--- src/rtl/fp_pkg.sv ---
// Shared Q8.8 types, constants and scheduler state encoding for the divider scheduler.
package fp_pkg;

    typedef logic signed [15:0] q8_8_t;

    localparam q8_8_t Q_MAX = 16'h7FFF;
    localparam q8_8_t Q_MIN = 16'h8000;
    localparam q8_8_t Q_ONE = 16'h0100;

    typedef enum logic [2:0] {
        IDLE,
        ISSUE,
        GUARD,
        WAIT,
        ZBYP,
        RESP
    } sched_state_t;

    // Magnitude with the most-negative value clamped so it stays representable.
    function automatic q8_8_t q_abs(input q8_8_t x);
        if (x == Q_MIN) begin
            return Q_MAX;
        end
        return x[15] ? -x : x;
    endfunction

endpackage

--- src/rtl/rr_arbiter.sv ---
// Combinational round-robin picker: first asserted request at or after ptr, wrapping.
module rr_arbiter #(
    parameter int unsigned N  = 4,
    parameter int unsigned IW = $clog2(N)
) (
    input  logic [N-1:0]  req,
    input  logic [IW-1:0] ptr,
    output logic [N-1:0]  grant,
    output logic [IW-1:0] idx
);

    always_comb begin
        int unsigned pos;
        logic        found;
        grant = '0;
        idx   = '0;
        found = 1'b0;
        pos   = 0;
        for (int unsigned k = 0; k < N; k++) begin
            pos = (32'(ptr) + k) % N;
            if (!found && req[pos]) begin
                found      = 1'b1;
                grant[pos] = 1'b1;
                idx        = IW'(pos);
            end
        end
    end

endmodule

--- src/rtl/fp_div_sched.sv ---
// Round-robin scheduler sharing one iterative Q8.8 divider among NREQ requesters.
// Optional watchdog on the divider wait is enabled with FP_DIV_SCHED_WDOG_EN.
module fp_div_sched
    import fp_pkg::*;
#(
    parameter int unsigned NREQ     = 4,
    parameter int unsigned IDW      = $clog2(NREQ),
    parameter int unsigned WDOG_CYC = 64
) (
    input  logic                  clk,
    input  logic                  rst,
    input  logic [NREQ-1:0]       req_valid,
    output logic [NREQ-1:0]       req_ready,
    input  logic [NREQ-1:0][15:0] req_a,
    input  logic [NREQ-1:0][15:0] req_b,
    output logic                  rsp_valid,
    input  logic                  rsp_ready,
    output logic [IDW-1:0]        rsp_id,
    output logic [15:0]           rsp_q,
    output logic                  rsp_dbz,
    output logic                  rsp_ovf,
    output logic                  rsp_tmo,
    output logic                  div_restart,
    output logic [15:0]           div_a,
    output logic [15:0]           div_b,
    input  logic [15:0]           div_q,
    input  logic                  div_busy,
    input  logic                  div_done,
    input  logic                  div_ovf
);

    sched_state_t state_q, state_d;

    logic [IDW-1:0]  rr_ptr_q;
    logic [IDW-1:0]  id_q;
    logic [15:0]     a_q;
    logic            neg_q;
    logic [15:0]     div_a_q, div_b_q;
    q8_8_t           rsp_q_q;
    logic            dbz_q, ovf_q;

    logic [NREQ-1:0] grant;
    logic [IDW-1:0]  gidx;
    logic            accept;
    logic [15:0]     acc_a, acc_b;
    logic            wait_done;
    logic            wdog_hit;
    q8_8_t           signed_q;
    logic            signed_ovf;
    q8_8_t           zbyp_q;

    rr_arbiter #(
        .N (NREQ),
        .IW(IDW)
    ) u_arb (
        .req  (req_valid),
        .ptr  (rr_ptr_q),
        .grant(grant),
        .idx  (gidx)
    );

    assign accept    = (state_q == IDLE) && (|req_valid);
    assign req_ready = (state_q == IDLE) ? grant : '0;
    assign acc_a     = req_a[gidx];
    assign acc_b     = req_b[gidx];
    assign wait_done = (state_q == WAIT) && div_done && !div_busy;

    // Negating 0x8000 yields 0x8000 again, so only the overflow flag needs care.
    always_comb begin
        signed_q   = neg_q ? q8_8_t'(-div_q) : q8_8_t'(div_q);
        signed_ovf = div_ovf | (neg_q && (div_q == Q_MIN));
    end

    always_comb begin
        if (a_q == 16'h0000) begin
            zbyp_q = '0;
        end else if (a_q[15]) begin
            zbyp_q = Q_MIN;
        end else begin
            zbyp_q = Q_MAX;
        end
    end

    always_comb begin
        state_d = state_q;
        case (state_q)
            IDLE: begin
                if (accept) begin
                    state_d = (acc_b == 16'h0000) ? ZBYP : ISSUE;
                end
            end
            ISSUE: state_d = GUARD;
            GUARD: state_d = WAIT;
            WAIT: begin
                if (wait_done || wdog_hit) begin
                    state_d = RESP;
                end
            end
            ZBYP: state_d = RESP;
            RESP: begin
                if (rsp_ready) begin
                    state_d = IDLE;
                end
            end
            default: state_d = IDLE;
        endcase
    end

    always_ff @(posedge clk) begin
        if (rst) begin
            state_q  <= IDLE;
            rr_ptr_q <= '0;
            id_q     <= '0;
            a_q      <= '0;
            neg_q    <= 1'b0;
            div_a_q  <= '0;
            div_b_q  <= '0;
            rsp_q_q  <= '0;
            dbz_q    <= 1'b0;
            ovf_q    <= 1'b0;
        end else begin
            state_q <= state_d;
            if (accept) begin
                a_q      <= acc_a;
                neg_q    <= acc_a[15] ^ acc_b[15];
                id_q     <= gidx;
                div_a_q  <= q_abs(acc_a);
                div_b_q  <= q_abs(acc_b);
                rr_ptr_q <= (gidx == IDW'(NREQ - 1)) ? '0 : gidx + IDW'(1);
                rsp_q_q  <= '0;
                dbz_q    <= 1'b0;
                ovf_q    <= 1'b0;
            end
            if (state_q == ZBYP) begin
                rsp_q_q <= zbyp_q;
                dbz_q   <= 1'b1;
                ovf_q   <= 1'b0;
            end
            if (wait_done) begin
                rsp_q_q <= signed_q;
                dbz_q   <= 1'b0;
                ovf_q   <= signed_ovf;
            end else if (wdog_hit) begin
                rsp_q_q <= '0;
                dbz_q   <= 1'b0;
                ovf_q   <= 1'b0;
            end
        end
    end

`ifdef FP_DIV_SCHED_WDOG_EN
    localparam int unsigned CW = $clog2(WDOG_CYC + 1);

    logic [CW-1:0] wdog_q;
    logic          tmo_q;

    assign wdog_hit = (state_q == WAIT) && !wait_done && (wdog_q == CW'(WDOG_CYC - 1));

    always_ff @(posedge clk) begin
        if (rst) begin
            wdog_q <= '0;
            tmo_q  <= 1'b0;
        end else begin
            if (state_q == ISSUE) begin
                wdog_q <= '0;
            end else if (state_q == WAIT) begin
                wdog_q <= wdog_q + CW'(1);
            end
            if (accept) begin
                tmo_q <= 1'b0;
            end else if (wdog_hit) begin
                tmo_q <= 1'b1;
            end
        end
    end

    assign rsp_tmo = tmo_q;
`else
    logic unused_cfg;

    assign unused_cfg = ^32'(WDOG_CYC);
    assign wdog_hit   = 1'b0;
    assign rsp_tmo    = 1'b0;
`endif

    assign rsp_valid   = (state_q == RESP);
    assign rsp_id      = id_q;
    assign rsp_q       = rsp_q_q;
    assign rsp_dbz     = dbz_q;
    assign rsp_ovf     = ovf_q;
    assign div_restart = (state_q == ISSUE);
    assign div_a       = div_a_q;
    assign div_b       = div_b_q;

endmodule

--- config.mk ---
export PLATFORM = sky130hd
export DESIGN_NAME = fp_div_sched
export DESIGN_NICKNAME = d
export VERILOG_FILES = /design/src/rtl/fp_pkg.sv /design/src/rtl/rr_arbiter.sv /design/src/rtl/fp_div_sched.sv
export SDC_FILE = /design/constraint.sdc
export NUM_CORES = 1
export LEC_CHECK = 0
export ABC_CLOCK_PERIOD_IN_PS = 4700
export CAP_MARGIN = 40
export CORE_UTILIZATION = 39
export DETAILED_ROUTE_END_ITERATION = 8
export GPL_TIMING_DRIVEN = 1
export HOLD_SLACK_MARGIN = 0.15
export MAX_ROUTING_LAYER = met4
export PLACE_DENSITY = 0.78
export SLEW_MARGIN = 15
export SYNTH_ARGS = -nofsm -noshare
export SYNTH_HDL_FRONTEND = slang
export SYNTH_HIERARCHICAL = 1
export SYNTH_SLANG_ARGS = --single-unit
--- constraint.sdc ---
create_clock -name clk -period 4.7 [get_ports clk]
set_input_delay 0.94 -clock clk [delete_from_list [all_inputs] [get_ports clk]]
set_output_delay 0.94 -clock clk [all_outputs]
set_load 0.02 [all_outputs]
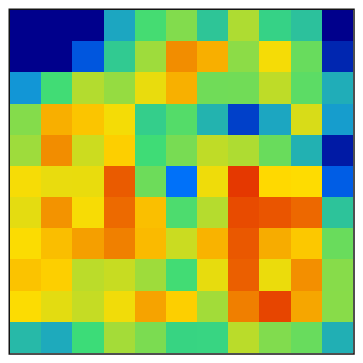
Fig. 1. Local utilization (run 1).
Drawn at 3 px/micron. The die is cut into 11 by 11 equal tiles; dark blue is low, red is high, 0 to 100% covered.
mean over tiles	60%
emptiest ninth of the die	top left
nearly empty tiles	5.0%
tiles over 75% full	27%
fullest tile	94%

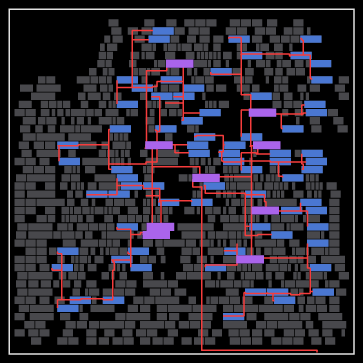
Fig. 2. Clock wires, drivers and flops (run 1).
Drawn at 3 px/micron.
[clock wires] red | length: 1000 microns
[flip-flops] blue | count: 74
[cells driving clock nets] purple | count: 9
routed clock nets	10

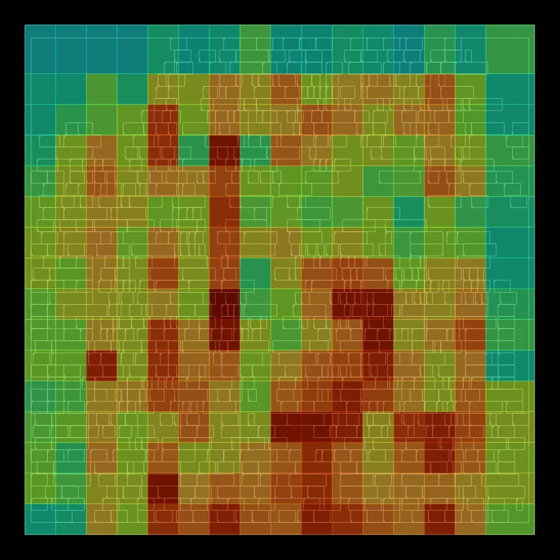
Fig. 3. Routing congestion (run 1).
M1 GR Usage: 0.283
GRT busiest layer: met2
met2 Use GR: 0.469
post-layout util: 0.663

[run 1: flip-flops by register name (all words and copies together), names as in the netlist]
register and count:
rsp_id 2, div_b 16, rsp_q 16, rsp_ovf 1
div_a 16, rr_ptr_q 2, state_q 3, a_q 16
neg_q 1, rsp_dbz 1
[run 1: worst max-delay path: stages]
cell	delay [ns]
dlymetal6s2s_1	0.17
mux4_2	0.52
nor2_1	0.12
nor2_1	0.07
o31ai_4	0.40
buf_12	0.19
mux4_2	0.51
or4_4	0.55
or2_4	0.28
nor4b_4	0.36
a21oi_4	0.15
buf_12	0.17
a211oi_2	0.18
==> deck_impl_summary.md, run 1 <==
Synthesis and Place & Route Summary

Outcome
  • Status: finished, final reports clean

Detailed routing
  • DRC viols: 0
  • Drt initial violations: 327
  • Vias: 5196
  • Routed length per placed instance: 16.3 microns
  • Routed WL: 15800 microns
  • Pre-antenna DRT Iters: 4
  • DR vias/cell: 5.39
  • Met3 routed WL: 673 microns
  • Met2 Wirelength: 8510 microns
  • DR top layer: met4
  • DRT met1 WL: 6250 microns
  • Routed Antenna Nets: 0

Finish
  • Count of non-filler cells in the finished layout: 964
  • Combinational share of cell area: 0.407
  • Layout overhead on the synthesized area: 63.5%
  • Fillers: 975
  • Inverters excl. clock: 13
  • CLK BUF: 11
  • Top cell category: multi-input combinational cells
  • FFs & Latches: 74
  • Nets: 954
  • Comb_multi_in: 412
  • Layout non-clock buf frac: 0.338
  • Bufs w/o clock: 281
  • Logic area: 3280 sq um
  • Commonest non-fill, non-tap cells in the layout: clkdlybuf4s50_1, dfxtp_1, nor2_1, buf_4, nand2_1
  • Most common cell after layout, fill and taps aside: clkdlybuf4s50_1
  • Storage cell area: 1480 sq um
  • Clk tree area frac: 0.0397
  • Sequential share of cell area: 0.184
  • # diodes: 0
  • Finished Cell Area: 8060 sq um
  • Share of layout cells above drive strength 1: 0.186

GRT
  • Initial antenna violation count: 0
  • Total global-route track usage: 0.256
  • Pin count of the biggest net entering global routing: 55
  • Vias in the first global route: 5419
  • Met3 Use GR: 0.0286
  • First-pass GRT wire length: 25500 microns
  • Global route overflow: 0

Power and ir drop
  • Comb power frac: 0.695
  • Sw Ratio: 0.413
  • Pwr Total: 0.00550 W
  • Largest Pwr Group: combinational cells
  • Seq pwr share: 0.170
  • Net switching power: 0.00227 W
  • Pleak: 3.03 nW
  • Clock group: 0.000743 W
  • PD cells: 682 nW/um^2
  • P_comb: 0.00382 W
  • Seq group: 0.000935 W
  • P_int: 0.00323 W
  • Clock network power share: 0.135
  • Peak supply drop: 0.414 mV

Job
  • Total tool warning count: 30
  • Max-cap violations: 0

Critical path
  • Flop2flop setup slack: 0.53 ns
  • CP startpoint: req_valid[1]
  • Worst Path Required: 4.95 ns
  • Worst-path maximum fanout: 8
  • Reg2reg start: rr_ptr_q[1]$_SDFFE_PP0P_
  • Worst EP arrival: 4.61 ns
  • Type of origin of the critical path: input port
  • Crit path to: div_a[11]$_SDFFE_PP0P_
  • Critical Setup Path Class: input port to flip-flop
  • Element type at the critical path end: flip-flop
  • R2r endpoint: div_a[11]$_SDFFE_PP0P_
  • Worst-case reg-to-reg path depth: 15

Place
  • Dpl hpwl: 12600 microns
  • GP Congestion: 0.894
  • Buffers on Ports: 211
  • Post-DP Area: 7660 sq um
  • Worst slack, placed: -0.241 ns
  • Placed Cells incl. Taps: 945

Synthesis
  • Warnings, synthesis: 6
  • Commonest flop: dfxtp_1
  • Yosys aoi share: 0.200
  • Seq share, synth: 0.301
  • Mapped Cells: 538
  • Yosys top cell by area: dfxtp_1
  • Flops after synth: 74
  • Synth Area in XOR/XNOR: 0.0657
  • Yosys simple share: 0.187
  • Flip-flops with a built-in enable: 0
  • Most frequent cells after synthesis: dfxtp_1, nor2_1, nand2_1, mux4_2, a21oi_1
  • Yosys Instances: 538
  • Synth top cell by count: dfxtp_1
  • Top cells by area: dfxtp_1, mux4_2, nor2_1
  • Synth mux share: 0.176
  • Post-Syn Area: 4930 sq um
  • Cell Type Count: 65
  • Synth logic family: AND-OR/OR-AND gates
  • Syn nets: 701
  • Adder Area Share: 0.0228
  • Area share, top type: 0.301
  • Async SR Flop Fraction: 0
  • Syn avg cell area: 9.16 sq um
  • Yosys stat chip area: 4930 sq um

Floorplanning
  • Die footprint: 13100 sq um
  • N_taps: 168
  • DIE WIDTH: 114 microns
  • Row count: 40
  • Die height: 114 microns
  • FP Core Util: 0.405
  • I/O Pins: 213
  • Core Area: 12200 sq um

Clock tree
  • Hold buffer count at cts: 0
  • CTS Buffer Depth: 2
  • Clock sinks: 74
  • Post-CTS resize count: 0
  • Number of setup buffers added after CTS: 0
  • Clock slew at reported path FFs: 0.06 ns
  • CTS tree: yes
  • Clk latency late pin: 0.33 ns
  • Htree depth: 3
  • CTS Root Cell: clkbuf_16
  • CTS buffer count: 9

Final timing
  • Hold Slack: 0.456 ns
  • Worst Tran Pin Value: 0.634 ns
  • Tmin final: 4.37 ns
  • Worst Skew: 0.00758 ns
  • Final worst slack: 0.334 ns
  • Tcrit/Tclk final: 0.929
  • Final Hold Viols: 0
  • RSZ-0062 raised after global routing: false
  • Normalized max-slew margin: 0.578
  • Slew Viols, Final: 0
  • F_max: 0.229 GHz
  • Setup TNS: 0 ns
  • Final setup vio count: 0

Worst hold path
  • Hold Crit Start: a_q[1]$_SDFFE_PP0P_
  • Worst hold-check path type: flip-flop to flip-flop
  • WHS Path Cells: 2
  • Hold Path End: a_q[1]$_SDFFE_PP0P_
Fig. 4: run 1, port wiring
Drawn at 2 px/micron.
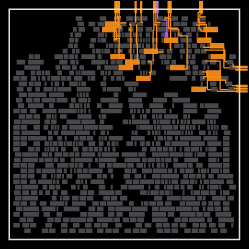

==> inputs of run 2 (changes only) <==
ABC_AREA = 1   (was unset)
CAP_MARGIN = 10   (was 40)
CORE_ASPECT_RATIO = 1.5   (was unset)
CORE_UTILIZATION = 40   (was 39)
PLACE_DENSITY = 0.76   (was 0.78)
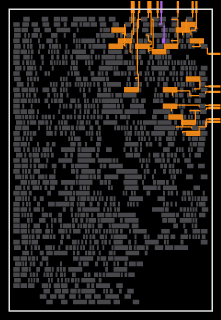
Fig. 5. Port wiring (run 2).
Drawn at 2 px/micron.
port	color	bits	direction	end cells	wire
rsp_q	orange	16	output	16	324 microns
div_ovf	purple	1	input	1	17.1 microns
I/O Pins: 213
Buffers on Ports: 211

==> deck_impl_summary.md, run 2 <==
Synthesis and Place & Route Summary

Outcome
  • Status: finished, final reports clean (unchanged)

Power and ir drop
  • Largest Pwr Group: combinational cells (unchanged)
  • Seq group: 0.000984 W (was 0.000935 W)
  • Pwr Total: 0.00731 W (was 0.00550 W)
  • Net switching power: 0.00401 W (was 0.00227 W)
  • P_comb: 0.00551 W (was 0.00382 W)
  • Comb power frac: 0.754 (was 0.695)
  • Clock network power share: 0.111 (was 0.135)
  • PD cells: 874 nW/um^2 (was 682 nW/um^2)

Synthesis
  • Mapped Cells: 973 (was 538)
  • Yosys stat chip area: 5850 sq um (was 4930 sq um)
  • Synth Area in XOR/XNOR: 0.0165 (was 0.0657)
  • Area share, top type: 0.253 (was 0.301)
  • Yosys top cell by area: dfxtp_1 (unchanged)
  • Post-Syn Area: 5850 sq um (was 4930 sq um)
  • Cell Type Count: 44 (was 65)

Final timing
  • Worst Skew: 0.00852 ns (was 0.00758 ns)
  • Slew Viols, Final: 0 (unchanged)
  • Tcrit/Tclk final: 0.855 (was 0.929)
  • Worst Tran Pin Value: 1.09 ns (was 0.634 ns)
  • Normalized max-slew margin: 0.270 (was 0.578)
  • RSZ-0062 raised after global routing: false (unchanged)

Critical path
  • Reg2reg start: rr_ptr_q[0]$_SDFFE_PP0P_ (was rr_ptr_q[1]$_SDFFE_PP0P_)
  • Element type at the critical path end: output port (was flip-flop)
  • Worst-path maximum fanout: 7 (was 8)
  • Worst-case reg-to-reg path depth: 21 (was 15)
  • Slowest cell on crit path: clkdlybuf4s50_1 (was or4_4)
  • Worst EP arrival: 3.08 ns (was 4.61 ns)
  • Flop2flop setup slack: 0.97 ns (was 0.53 ns)
  • Worst Path Required: 3.76 ns (was 4.95 ns)
  • Crit path to: req_ready[0] (was div_a[11]$_SDFFE_PP0P_)
  • CP bufs+invs: 4 (was 3)

Finish
  • # diodes: 0 (unchanged)
  • Nets: 1319 (was 954)
  • Layout overhead on the synthesized area: 43.1% (was 63.5%)
  • Share of layout cells above drive strength 1: 0.0767 (was 0.186)

Clock tree
  • CTS buffer count: 9 (unchanged)
  • Clock slew at reported path FFs: 0.05 ns (was 0.06 ns)
  • CTS Buffer Depth: 2 (unchanged)
  • Clock sinks: 74 (unchanged)
  • CTS tree: yes (unchanged)
  • Clk latency late pin: 0.34 ns (was 0.33 ns)
  • CTS Root Cell: clkbuf_16 (unchanged)

GRT
  • Vias in the first global route: 6261 (was 5419)
  • First-pass GRT wire length: 29500 microns (was 25500 microns)
  • Met3 Use GR: 0.0364 (was 0.0286)
  • Global route overflow: 0 (unchanged)
  • Met2 Use GR: 0.449 (was 0.469)
  • Pin count of the biggest net entering global routing: 69 (was 55)
  • Total global-route track usage: 0.253 (was 0.256)
  • GRT busiest layer: met2 (unchanged)

Floorplanning
  • Row count: 53 (was 40)
  • Die height: 150 microns (was 114 microns)
  • Core Area: 14100 sq um (was 12200 sq um)
  • Die footprint: 15100 sq um (was 13100 sq um)
  • FP Core Util: 0.414 (was 0.405)

Worst hold path
  • Hold Crit Start: div_b[14]$_SDFFE_PP0P_ (was a_q[1]$_SDFFE_PP0P_)

Detailed routing
  • DR vias/cell: 5.08 (was 5.39)
  • DRT met1 WL: 7670 microns (was 6250 microns)
  • Routed Antenna Nets: 0 (unchanged)

Place
  • Worst slack, placed: 0.561 ns (was -0.241 ns)
  • Dpl hpwl: 14300 microns (was 12600 microns)

Job
  • Max-cap violations: 0 (unchanged)
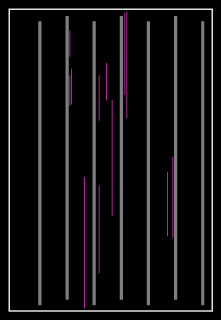
Fig. 6. M4 wires (run 2).
Drawn at 2 px/micron. Supply wires on this layer in gray.
share of all routed wire	2.3%
main direction	vertical
nets with wire on the layer	11
longest straight run	65.3 microns
wire length on this layer	419 microns
Vias: 6874
Routed WL: 18600 microns

==> run 2: cell count changes in the layout (fill, tap and decap cells not counted), sizes merged, moves of 25 or more <==
cell | before | now
nand2 | 62 | 334
nand3 | 5 | 137
inv | 13 | 75
buf | 70 | 11
o21ai | 21 | 61
mux4 | 34 | 0
nor2 | 68 | 98
a211oi | 27 | 2
a21oi | 27 | 52
==> run 2: area by class of cell <==
class	count	area (sq um)	area share
Clock buffer	12	256	0.0307
Clock inverter	4	97.6	0.0117
Inverter	77	310	0.0371
Multi-Input combinational cell	772	3760	0.449
Sequential cell	74	1480	0.177
Tap cell	192	240	0.0287
Timing Repair Buffer	222	2220	0.265
==> inputs of run 3 (changes only) <==
CTS_CLUSTER_SIZE = 25   (was unset)
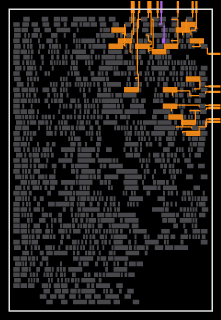
Fig. 7. Port wiring (run 3).
Drawn at 2 px/micron.
port	color	bits	direction	end cells	wire
rsp_q	orange	16	output	16	324 microns
div_ovf	purple	1	input	1	17.1 microns

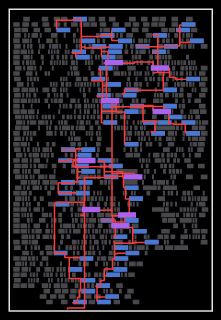
Fig. 8. Clock wires, drivers and flops (run 3).
Drawn at 2 px/micron.
[flip-flops] blue | count: 74
[clock wires] red | length: 991 microns
[cells driving clock nets] purple | count: 9
routed clock nets	10

==> deck_impl_summary.md, run 3 <==
Synthesis and Place & Route Summary

Outcome
  • Status: finished, final reports clean (unchanged)

Critical path
  • R2r endpoint: div_a[10]$_SDFFE_PP0P_ (unchanged)
  • Crit path cell chain: clkdlybuf4s50_1 -> inv_1 -> nand2_1 -> nand3_4 -> a21boi_0 -> a21oi_1 -> nand3_1 -> inv_1 -> nor2_1 -> clkdlybuf4s50_1 (unchanged)
  • Delay of the slowest critical-path stage: 0.62 ns (about the same)
  • Slowest cell on crit path: clkdlybuf4s50_1 (unchanged)
  • Crit path to: req_ready[0] (unchanged)
  • CP bufs+invs: 4 (unchanged)
  • CP delay by family, top: buffers and inverters (unchanged)
  • Reg2reg start: rr_ptr_q[0]$_SDFFE_PP0P_ (unchanged)
  • Worst EP arrival: 3.08 ns (about the same)
  • Worst-path maximum fanout: 7 (unchanged)
  • CP startpoint: req_valid[3] (unchanged)
  • Worst-case reg-to-reg path depth: 21 (unchanged)
  • Flop2flop setup slack: 0.97 ns (about the same)
  • Type of origin of the critical path: input port (unchanged)
  • WP depth: 10 (unchanged)
  • Critical Setup Path Class: input port to output port (unchanged)

Detailed routing
  • DRT met1 WL: 7670 microns (unchanged)
  • Routed length per placed instance: 13.7 microns (unchanged)
  • DR top layer: met4 (unchanged)
  • Vias: 6874 (unchanged)
  • Pre-antenna DRT Iters: 5 (unchanged)
  • Met2 Wirelength: 9560 microns (unchanged)
  • Drt initial violations: 408 (unchanged)
  • Routed WL: 18600 microns (unchanged)
  • Met3 routed WL: 913 microns (unchanged)
  • DR vias/cell: 5.08 (unchanged)
  • Routed Antenna Nets: 0 (unchanged)

Synthesis
  • Warnings, synthesis: 6 (unchanged)
  • Yosys Instances: 973 (unchanged)
  • Adder Area Share: 0.0193 (unchanged)
  • Cell Type Count: 44 (unchanged)
  • Most frequent cells after synthesis: nand2_1, nand3_1, nor2_1, dfxtp_1, inv_1 (unchanged)
  • Syn nets: 1136 (unchanged)
  • Post-Syn Area: 5850 sq um (unchanged)
  • Yosys aoi share: 0.134 (unchanged)
  • Synth Area in XOR/XNOR: 0.0165 (unchanged)
  • Flip-flops with a built-in enable: 0 (unchanged)
  • Flops after synth: 74 (unchanged)
  • Synth logic family: simple AND/OR/NAND/NOR gates (unchanged)
  • Yosys stat chip area: 5850 sq um (unchanged)
  • Synth mux share: 0 (unchanged)
  • Async SR Flop Fraction: 0 (unchanged)
  • Yosys simple share: 0.471 (unchanged)
  • Area share, top type: 0.253 (unchanged)
  • Top cells by area: dfxtp_1, nand2_1, nand3_1 (unchanged)
  • Commonest flop: dfxtp_1 (unchanged)
  • Syn avg cell area: 6.01 sq um (unchanged)

Finish
  • Sequential share of cell area: 0.177 (unchanged)
  • FFs & Latches: 74 (unchanged)
  • Most common cell after layout, fill and taps aside: nand2_1 (unchanged)
  • # diodes: 0 (unchanged)
  • Post-layout util: 0.592 (unchanged)
  • Bufs w/o clock: 222 (unchanged)
  • Commonest non-fill, non-tap cells in the layout: nand2_1, clkdlybuf4s50_1, nand3_1, nor2_1, dfxtp_1 (unchanged)
  • Combinational share of cell area: 0.449 (unchanged)
  • Comb_multi_in: 772 (unchanged)
  • Top cell category: multi-input combinational cells (unchanged)
  • Storage cell area: 1480 sq um (unchanged)
  • Inverters excl. clock: 77 (unchanged)
  • Nets: 1319 (unchanged)
  • Layout non-clock buf frac: 0.265 (unchanged)
  • Logic area: 3760 sq um (unchanged)
  • Share of layout cells above drive strength 1: 0.0767 (unchanged)
  • Clk tree area frac: 0.0423 (unchanged)
  • Layout overhead on the synthesized area: 43.1% (unchanged)
  • CLK BUF: 12 (unchanged)
  • Finished Cell Area: 8370 sq um (unchanged)

GRT
  • Vias in the first global route: 6261 (unchanged)
  • M1 GR Usage: 0.292 (unchanged)
  • Met3 Use GR: 0.0364 (unchanged)
  • Initial antenna violation count: 0 (unchanged)
  • First-pass GRT wire length: 29500 microns (unchanged)
  • Total global-route track usage: 0.253 (unchanged)
  • GRT busiest layer: met2 (unchanged)
  • Met2 Use GR: 0.449 (unchanged)
  • Global route overflow: 0 (unchanged)
  • Pin count of the biggest net entering global routing: 69 (unchanged)

Power and ir drop
  • Pleak: 3.66 nW (unchanged)
  • PD cells: 874 nW/um^2 (unchanged)
  • Peak supply drop: 0.549 mV (unchanged)

Floorplanning
  • Die footprint: 15100 sq um (unchanged)
  • Die height: 150 microns (unchanged)
  • FP Core Util: 0.414 (unchanged)
  • Row count: 53 (unchanged)
  • N_taps: 192 (unchanged)

Clock tree
  • Clock sinks: 74 (unchanged)
  • Htree depth: 3 (unchanged)
  • CTS Buffer Depth: 2 (unchanged)
  • Number of setup buffers added after CTS: 0 (unchanged)
  • CTS tree: yes (unchanged)
  • Hold buffer count at cts: 0 (unchanged)
  • Post-CTS resize count: 0 (unchanged)
  • CTS Root Cell: clkbuf_16 (unchanged)
  • Clock slew at reported path FFs: 0.05 ns (about the same)
  • Clk latency late pin: 0.34 ns (about the same)

Place
  • GP Congestion: 0.933 (unchanged)
  • Buffers on Ports: 211 (unchanged)
  • Dpl hpwl: 14300 microns (unchanged)
  • Worst slack, placed: 0.561 ns (unchanged)

Final timing
  • Final Hold Viols: 0 (unchanged)
  • RSZ-0062 raised after global routing: false (unchanged)
  • Setup TNS: 0 ns (unchanged)
  • Tmin final: 4.02 ns (unchanged)
  • F_max: 0.249 GHz (unchanged)
  • Normalized max-slew margin: 0.270 (unchanged)
  • Final worst slack: 0.684 ns (unchanged)
  • Worst Skew: 0.00852 ns (unchanged)
  • Final setup vio count: 0 (unchanged)
  • Worst Tran Pin Value: 1.09 ns (unchanged)
  • Slew Viols, Final: 0 (unchanged)

Worst hold path
  • Hold Crit Start: div_b[14]$_SDFFE_PP0P_ (unchanged)
  • WHS Path Cells: 2 (unchanged)
  • Hold Path End: div_b[14]$_SDFFE_PP0P_ (unchanged)

Job
  • Total tool warning count: 30 (unchanged)
[run 3: cell counts in the layout (fill, tap and decap cells not counted)]
No cell type changed its count.
[run 3: per-stage QoR]
stage	hold WS, ns	cells	total power [W]
2_1_floorplan	0.468	973	0.00520
3_3_place_gp	0.452	1337	0.00644
3_5_place_dp	0.457	1337	0.00650
4_1_cts	0.466	1353	0.00733
5_1_grt	0.503	1353	0.00805
6_report	0.467	1353	0.00731
[run 3: power by group]
part | leakage, nW | switching [W] | internal [W] | total [W]
sequential | 0.610 | 0.000142 | 0.000843 | 0.000984
clock | 0.169 | 0.000263 | 0.000548 | 0.000811
combinational | 2.88 | 0.00361 | 0.00190 | 0.00551
Power is estimated from default activity; no workload was simulated.
